<file path="src/rtl/output_drain_pkg.sv">
// Shared helpers for the output drain buffer: beat arithmetic, lane masks and drain FSM states.
package output_drain_pkg;

  typedef enum logic {EMPTY = 1'b0, SEND = 1'b1} drain_state_e;

  function automatic int beats(input int nb_channels, input int lanes);
    return (nb_channels + lanes - 1) / lanes;
  endfunction

  // Bit i is set when lane i of this beat maps onto a real channel.
  function automatic logic [31:0] lane_mask(input int beat, input int nb_channels, input int lanes);
    logic [31:0] m;
    m = '0;
    for (int i = 0; i < 32; i++) begin
      if (i < lanes && (beat * lanes + i) < nb_channels) m[i] = 1'b1;
    end
    return m;
  endfunction

endpackage

</file>
<file path="src/rtl/output_entry_fifo.sv">
// Synchronous FIFO of whole pixel entries; pointers carry one extra wrap bit to tell full from empty.
module output_entry_fifo #(
  parameter int WIDTH = 8,
  parameter int DEPTH = 2
) (
  input  logic                     clk,
  input  logic                     arst_n_in,
  input  logic                     clear,
  input  logic                     push,
  input  logic                     pop,
  input  logic [WIDTH-1:0]         push_data,
  output logic                     full,
  output logic                     empty,
  output logic [$clog2(DEPTH):0]   count,
  output logic [WIDTH-1:0]         head_data
);

  localparam int AW = $clog2(DEPTH);

  logic [AW:0]      wr_ptr;
  logic [AW:0]      rd_ptr;
  logic [WIDTH-1:0] mem [DEPTH];

  assign empty     = (wr_ptr == rd_ptr);
  assign full      = (wr_ptr[AW] != rd_ptr[AW]) && (wr_ptr[AW-1:0] == rd_ptr[AW-1:0]);
  assign count     = wr_ptr - rd_ptr;
  assign head_data = mem[rd_ptr[AW-1:0]];

  always_ff @(posedge clk or negedge arst_n_in) begin
    if (!arst_n_in) begin
      wr_ptr <= '0;
      rd_ptr <= '0;
    end else if (clear) begin
      wr_ptr <= '0;
      rd_ptr <= '0;
    end else begin
      // NOTE: sequential state uses non-blocking assignments so every register samples pre-edge values.
      if (push) wr_ptr <= wr_ptr + 1'b1;
      if (pop)  rd_ptr <= rd_ptr + 1'b1;
    end
  end

  // NOTE: storage is deliberately not reset; the pointers alone define which entries are valid.
  always_ff @(posedge clk) begin
    if (push && !clear) mem[wr_ptr[AW-1:0]] <= push_data;
  end

endmodule

</file>
<file path="src/rtl/output_drain_buffer.sv">
// Buffers whole output-channel pixels and drains each as LANES channels per beat over valid/ready.
module output_drain_buffer
  import output_drain_pkg::*;
#(
  parameter int NB_CHANNELS        = 16,
  parameter int LANES              = 3,
  parameter int DATA_WIDTH         = 32,
  parameter int DEPTH              = 2,
  parameter int FEATURE_MAP_WIDTH  = 128,
  parameter int FEATURE_MAP_HEIGHT = 128
) (
  input  logic                                  clk,
  input  logic                                  arst_n_in,
  input  logic                                  clear,
  input  logic                                  in_we,
  input  logic [NB_CHANNELS*DATA_WIDTH-1:0]     in_data,
  input  logic [$clog2(FEATURE_MAP_WIDTH)-1:0]  in_x,
  input  logic [$clog2(FEATURE_MAP_HEIGHT)-1:0] in_y,
  output logic                                  in_ready,
  output logic                                  out_valid,
  input  logic                                  out_ready,
  output logic [LANES*DATA_WIDTH-1:0]           out_data,
  output logic [LANES-1:0]                      out_lane_mask,
  output logic [$clog2(FEATURE_MAP_WIDTH)-1:0]  out_x,
  output logic [$clog2(FEATURE_MAP_HEIGHT)-1:0] out_y,
  output logic [$clog2(NB_CHANNELS)-1:0]        out_ch,
  output logic                                  out_last,
  output logic                                  overflow
);

  localparam int XW    = $clog2(FEATURE_MAP_WIDTH);
  localparam int YW    = $clog2(FEATURE_MAP_HEIGHT);
  localparam int CW    = $clog2(NB_CHANNELS);
  localparam int DW    = NB_CHANNELS * DATA_WIDTH;
  localparam int EW    = DW + XW + YW;
  localparam int BEATS = beats(NB_CHANNELS, LANES);
  localparam int BW    = (BEATS > 1) ? $clog2(BEATS) : 1;
  localparam int CNTW  = $clog2(DEPTH) + 1;

  drain_state_e      state;
  logic [BW-1:0]     beat;
  logic              full, empty, push, pop, hs, last_beat, busy_next;
  logic [CNTW-1:0]   count;
  logic [EW-1:0]     head;
  logic [DW-1:0]     head_data;
  logic [LANES*DATA_WIDTH-1:0] data_c;
  logic [LANES-1:0]  mask_c;
  logic [CW-1:0]     ch_base;

  assign in_ready  = !full;
  assign out_valid = (state == SEND);
  assign hs        = out_valid && out_ready;
  assign last_beat = (beat == BW'(BEATS - 1));
  assign push      = in_we && !full && !clear;
  assign pop       = hs && last_beat && !clear;
  // Stay busy if a pixel arrives or anything remains after this edge's pop.
  assign busy_next = push || (!empty && !(pop && count == CNTW'(1)));

  output_entry_fifo #(.WIDTH(EW), .DEPTH(DEPTH)) u_fifo (
    .clk       (clk),
    .arst_n_in (arst_n_in),
    .clear     (clear),
    .push      (push),
    .pop       (pop),
    .push_data ({in_y, in_x, in_data}),
    .full      (full),
    .empty     (empty),
    .count     (count),
    .head_data (head)
  );

  assign head_data = head[DW-1:0];

  always_ff @(posedge clk or negedge arst_n_in) begin
    if (!arst_n_in) begin
      state    <= EMPTY;
      beat     <= '0;
      overflow <= 1'b0;
    end else if (clear) begin
      state    <= EMPTY;
      beat     <= '0;
      overflow <= 1'b0;
    end else begin
      state <= busy_next ? SEND : EMPTY;
      if (hs) beat <= last_beat ? '0 : beat + 1'b1;
      if (in_we && full) overflow <= 1'b1;
    end
  end

  // Lanes beyond the last channel stay zero and never index into head_data.
  always_comb begin
    // NOTE: defaults first so every path assigns every bit and no latch is inferred.
    data_c  = '0;
    mask_c  = LANES'(lane_mask(int'(beat), NB_CHANNELS, LANES));
    ch_base = CW'(int'(beat) * LANES);
    for (int i = 0; i < LANES; i++) begin
      if ((int'(beat) * LANES + i) < NB_CHANNELS)
        data_c[i*DATA_WIDTH +: DATA_WIDTH] = head_data[(int'(beat) * LANES + i)*DATA_WIDTH +: DATA_WIDTH];
    end
  end

  assign out_data      = out_valid ? data_c : '0;
  assign out_lane_mask = out_valid ? mask_c : '0;
  assign out_ch        = out_valid ? ch_base : '0;
  assign out_last      = out_valid && last_beat;
  assign out_x         = out_valid ? head[DW +: XW] : '0;
  assign out_y         = out_valid ? head[DW+XW +: YW] : '0;

endmodule

</file>
<file path="config.mk">
export PLATFORM = sky130hd
export DESIGN_NAME = output_drain_buffer
export DESIGN_NICKNAME = d
export VERILOG_FILES = /design/src/rtl/output_drain_pkg.sv /design/src/rtl/output_entry_fifo.sv /design/src/rtl/output_drain_buffer.sv
export SDC_FILE = /design/constraint.sdc
export NUM_CORES = 1
export LEC_CHECK = 0
export CAP_MARGIN = 20
export CORE_MARGIN = 2
export CORE_UTILIZATION = 60
export CTS_BUF_LIST = sky130_fd_sc_hd__clkbuf_8 sky130_fd_sc_hd__clkbuf_16
export DETAILED_ROUTE_END_ITERATION = 8
export PLACE_DENSITY = 0.87
export SLEW_MARGIN = 20
export SYNTH_ARGS = -nofsm -noshare
export SYNTH_HDL_FRONTEND = slang
export SYNTH_HIERARCHICAL = 1
export SYNTH_SLANG_ARGS = --single-unit
</file>
<file path="constraint.sdc">
create_clock -name clk -period 101.2 [get_ports clk]
set_clock_uncertainty 0.2 [all_clocks]
set_input_delay 10.12 -clock clk [delete_from_list [all_inputs] [get_ports clk]]
set_output_delay 10.12 -clock clk [all_outputs]
set_load 0.1 [all_outputs]
</file>
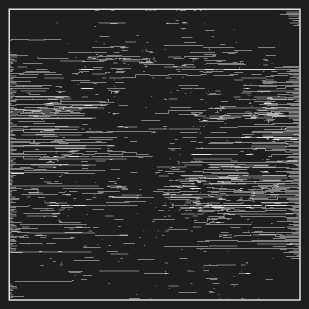
run_1/met3.png
Drawn at 1 px/um.
The wires run mostly horizontal. The layer holds 10% of the routed length. 731 nets have wire on it. The layer carries 15,600 um of wire. The longest straight run is 104 um.

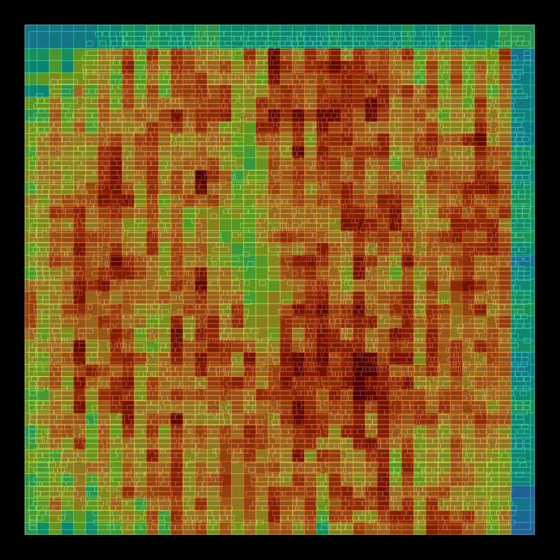
run_1/final_congestion.png
M3 GR Usage: 9.06%
Util after Layout: 73.9%
WL per Instance: 33.6 um
total track usage: 35.4%

==> flow_summary_export.csv, run 1 <==
group,metric,value,unit
cts,cts_buffers,108,
synth,avgSynthCellArea,18.3,um^2
global_routing,grt_pass1_wl,207000,um
synth,yosys_cells,2664,
final_layout,comb_cells,1405,
pwr,p_sw,0.261,mW
pwr,switching_share,25.0,%
synth,syn_nets,3203,
pwr,seqPwrFrac,47.6,%
timing,min_period,17.19,ns
global_routing,grt-ovfl-total,0,
routing,first_iter_violations,3621,
synth,synth_top_cell_by_area,"edfxtp_1",
synth,synthTopCellsByArea,"edfxtp_1 65%, mux2_2 13%, mux4_2 12%",
final_layout,diodes,28,
cts,clock-sinks,1061,
synth,top_cell_area_share,64.7,%
timing,layout_setup_ws,84.01,ns
critical_path,arrival,6.87,ns
final_layout,largest_register_ff_count,1052,
synth,fa_ha_area_share,0.220,%
synth,synthMuxAreaShare,25.8,%
pwr,p_per_area,17.5,nW/um^2
cts,hold_buffers,0,
critical_path,path_class,"reg -> out",
placed_design,pre_cts_ws,84.66,ns
routing,antenna_left,0,
critical_path,cp_num_buf_inv,3,
cts,root_buffer,"clkbuf_16",
placed_design,dpl-instance-area,55900,um^2
pwr,pg_comb,0.147,mW
critical_path,reg2reg_from,"u_fifo/rd_ptr[0]",
floorplanning,taps,1060,
floorplanning,rows,104,
timing,setup_tns,0,ns
final_layout,stdcell_area,59600,um^2
critical_path,cp-start-kind,"register",
synth,synthAoiAreaFrac,3.11,%
pwr,p_clk,0.400,mW
synth,yosysSeqAreaShare,65.1,%
final_layout,nets,3820,
pwr,top_power_group,"registers",
cts,htreeDepth,3,
synth,ys_sh_simple,2.79,%
global_routing,grt_use_met2,60.9,%
cts,clkSlewWorstSetupHoldPaths,0.06,ns
worst_hold_path,worstHoldStart,"overflow",
critical_path,critPathMaxFanout,32,
final_layout,final_cell_mix,"1,052 x edfxtp_1, 647 x clkdlybuf4s50_1, 559 x mux2_2",
placed_design,place.gp.congestion,1.01,
status,outcome,"finished clean",
final_layout,nNonClkBuffers,693,
floorplanning,die_x,289,um
final_layout,buf_share,11.5,%
critical_path,crit_start,"beat[1]",
routing,routed_via_density,6.61,
synth,dominantRegCellSynth,"edfxtp_1",
cts,cts_tree,"yes",
final_layout,seq_share,53.4,%
cts,worstSkewPairLatency,0.69,ns
pwr,p_seq,0.498,mW
routing,met2_length,76200,um
critical_path,ff2ff_setup_slack,93.73,ns
final_layout,inverters,12,
global_routing,grt_busiest_layer,"met2",
placed_design,port_buffers,651,
timing,rsz0062_at_grt,"false",
final_layout,fill_cells,4582,
cts,cts_buffer_depth,3,
global_routing,antenna_found_initial,50,
timing,slew_violations,0,
synth,common_cells,"1,052 x edfxtp_1, 559 x mux2_2, 261 x mux4_2",
synth,xor_share,0.251,%
floorplanning,dieHeight,289,um
critical_path,rr_worst_depth,9,
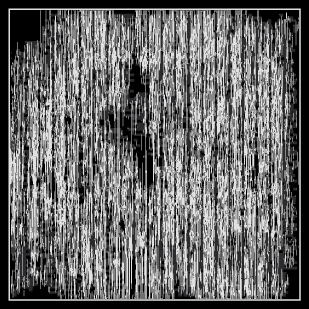
run_1/met2.png
Drawn at 1 px/um. Cells faint in the background.
The wires run mostly vertical. The longest straight run is 187 um. 3,564 nets have wire on it. The layer holds 51% of the routed length.

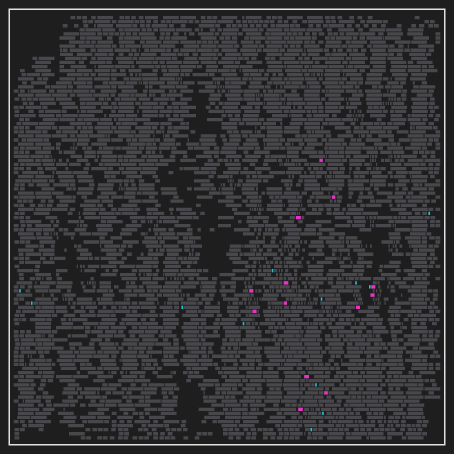
run_1/gate_families.png
Drawn at 1.5 px/um.
AND-OR and OR-AND gates: in magenta, cells 13, most used a31o_2. inverters: in cyan, cells 12, most used inv_1.
Layout Cells excl Fill: 4,457
logic share of the area: 26.6%

==> run 1 -> run 2 <==
--- a/config.mk
+++ b/config.mk
@@ -7,10 +7,10 @@
 export LEC_CHECK = 0
 export CAP_MARGIN = 20
 export CORE_MARGIN = 2
-export CORE_UTILIZATION = 60
+export CORE_UTILIZATION = 50
 export CTS_BUF_LIST = sky130_fd_sc_hd__clkbuf_8 sky130_fd_sc_hd__clkbuf_16
 export DETAILED_ROUTE_END_ITERATION = 8
-export PLACE_DENSITY = 0.87
+export PLACE_DENSITY = 0.77
 export SLEW_MARGIN = 20
 export SYNTH_ARGS = -nofsm -noshare
 export SYNTH_HDL_FRONTEND = slang
==> constraint.sdc (replaced) <==
create_clock -name clk -period 13.85 [get_ports clk]
set_clock_uncertainty 0.2 [all_clocks]
set_input_delay 1.385 -clock clk [delete_from_list [all_inputs] [get_ports clk]]
set_output_delay 1.385 -clock clk [all_outputs]
set_load 0.1 [all_outputs]
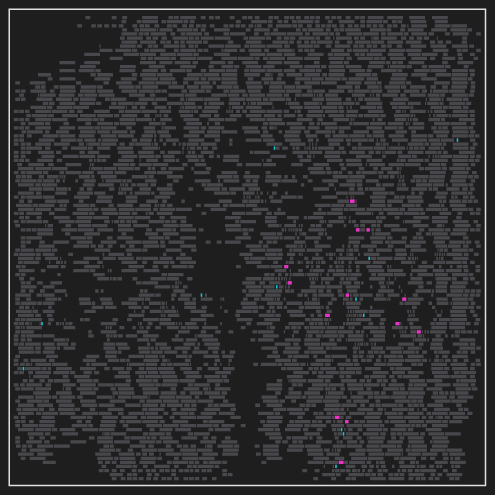
run_2/gate_families.png
Drawn at 1.5 px/um.
inverters: in cyan, cells 12, most used inv_1. AND-OR and OR-AND gates: in magenta, cells 13, most used a31o_2.
Layout Cells excl Fill: 4,664
Top cell excl fill/tap: edfxtp_1
logic share of the area: 26.5%

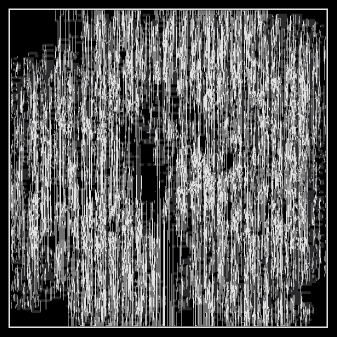
run_2/met2.png
Drawn at 1 px/um. Cells faint in the background.
The longest straight run is 163 um. 3,556 nets have wire on it. The layer carries 81.1 mm of wire. The wires run mostly vertical. The layer holds 53% of the routed length.
Routed WL: 154,000 um
met2 Use GR: 54.7%
DR vias: 29,100

==> run 2 against run 1 <==
- clock power went up to 7.2 times the previous value
- flip-flop count did not move
- design area up 0.34%
- count of clock-buffer cells in the layout increased by 3
- sequential power rose to 7.3 times the previous value
- first-iteration DRC count is 7.3% lower
- largest cell class unchanged
- highest routed layer unchanged
==> flow_summary_export.csv, run 2 <==
group,metric,value,unit
cts,cts_tree,"yes",
final_layout,largest_register_ff_count,1052,
cts,cts_buffers,109,
synth,dominantRegCellSynth,"edfxtp_1",
final_layout,comb_cells,1405,
placed_design,dpl-instance-area,56200,um^2
critical_path,reg2reg_from,"u_fifo/rd_ptr[0]",
final_layout,nets,3824,
placed_design,place.gp.congestion,0.981,
critical_path,ff2ff_setup_slack,8.45,ns
final_layout,final_cell_mix,"1,052 x edfxtp_1, 645 x clkdlybuf4s50_1, 559 x mux2_2",
pwr,p_sw,1.89,mW
global_routing,grt_pass1_wl,214000,um
synth,avgSynthCellArea,18.3,um^2
synth,syn_nets,3203,
synth,top_cell_area_share,64.7,%
critical_path,arrival,7.04,ns
final_layout,inverters,12,
timing,layout_setup_ws,5.22,ns
timing,min_period,8.63,ns
critical_path,crit_start,"beat[0]",
floorplanning,dieHeight,317,um
synth,synthMuxAreaShare,25.8,%
timing,rsz0062_at_grt,"false",
final_layout,clock_buffers,112,
floorplanning,taps,1276,
global_routing,grt-ovfl-total,0,
cts,clock-sinks,1061,
final_layout,fill_cells,6893,
timing,setup_tns,0,ns
placed_design,pre_cts_ws,6.05,ns
routing,first_iter_violations,3358,
pwr,top_power_group,"registers",
synth,yosysSeqAreaShare,65.1,%
pwr,p_per_area,127,nW/um^2
final_layout,utilization,61.8,%
critical_path,critPathMaxFanout,70,
global_routing,grt_pass1_vias,30100,
critical_path,cp-start-kind,"register",
final_layout,stdcell_area,59800,um^2
worst_hold_path,worstHoldStart,"overflow",
timing,slew_violations,0,
floorplanning,die_x,317,um
synth,synth_top_cell_by_area,"edfxtp_1",
final_layout,nNonClkBuffers,696,
pwr,p_seq,3.64,mW
routing,met2_length,81100,um
synth,yosysWarnings,6,
synth,common_cells,"1,052 x edfxtp_1, 559 x mux2_2, 261 x mux4_2",
cts,root_buffer,"clkbuf_16",
final_layout,diodes,19,
synth,xor_share,0.251,%
cts,clkSlewWorstSetupHoldPaths,0.06,ns
routing,routed_via_density,6.23,
critical_path,cp_num_buf_inv,3,
routing,wl_per_cell,33.1,um
synth,yosys_cells,2664,
cts,cts_buffer_depth,3,
routing,antenna_left,0,
final_layout,seq_share,53.3,%
cts,hold_buffers,0,
global_routing,antenna_found_initial,32,
global_routing,met3_usage,7.73,%
critical_path,path_cells,"ha_4 -> buf_4 -> buf_4 -> mux4_2 -> a2bb2oi_1 -> a21oi_1 -> a211oi_1 -> clkdlybuf4s50_1",
pwr,p_clk,2.90,mW
critical_path,path_class,"reg -> out",
timing,fin_hold_ws,0.311,ns
global_routing,grtUsageTotal,30.5,%
synth,ys_sh_simple,2.79,%
pwr,pg_comb,1.07,mW
synth,synthAoiAreaFrac,3.11,%
pwr,seqPwrFrac,47.8,%
status,outcome,"finished clean",
floorplanning,rows,114,
synth,fa_ha_area_share,0.220,%
final_layout,buf_share,11.5,%
critical_path,rr_worst_depth,7,
cts,worstSkewPairLatency,0.69,ns
cts,htreeDepth,3,
synth,synthTopCellsByArea,"edfxtp_1 65%, mux2_2 13%, mux4_2 12%",
global_routing,grt_busiest_layer,"met2",
pwr,switching_share,24.9,%
Power and IR drop assume default switching activity.
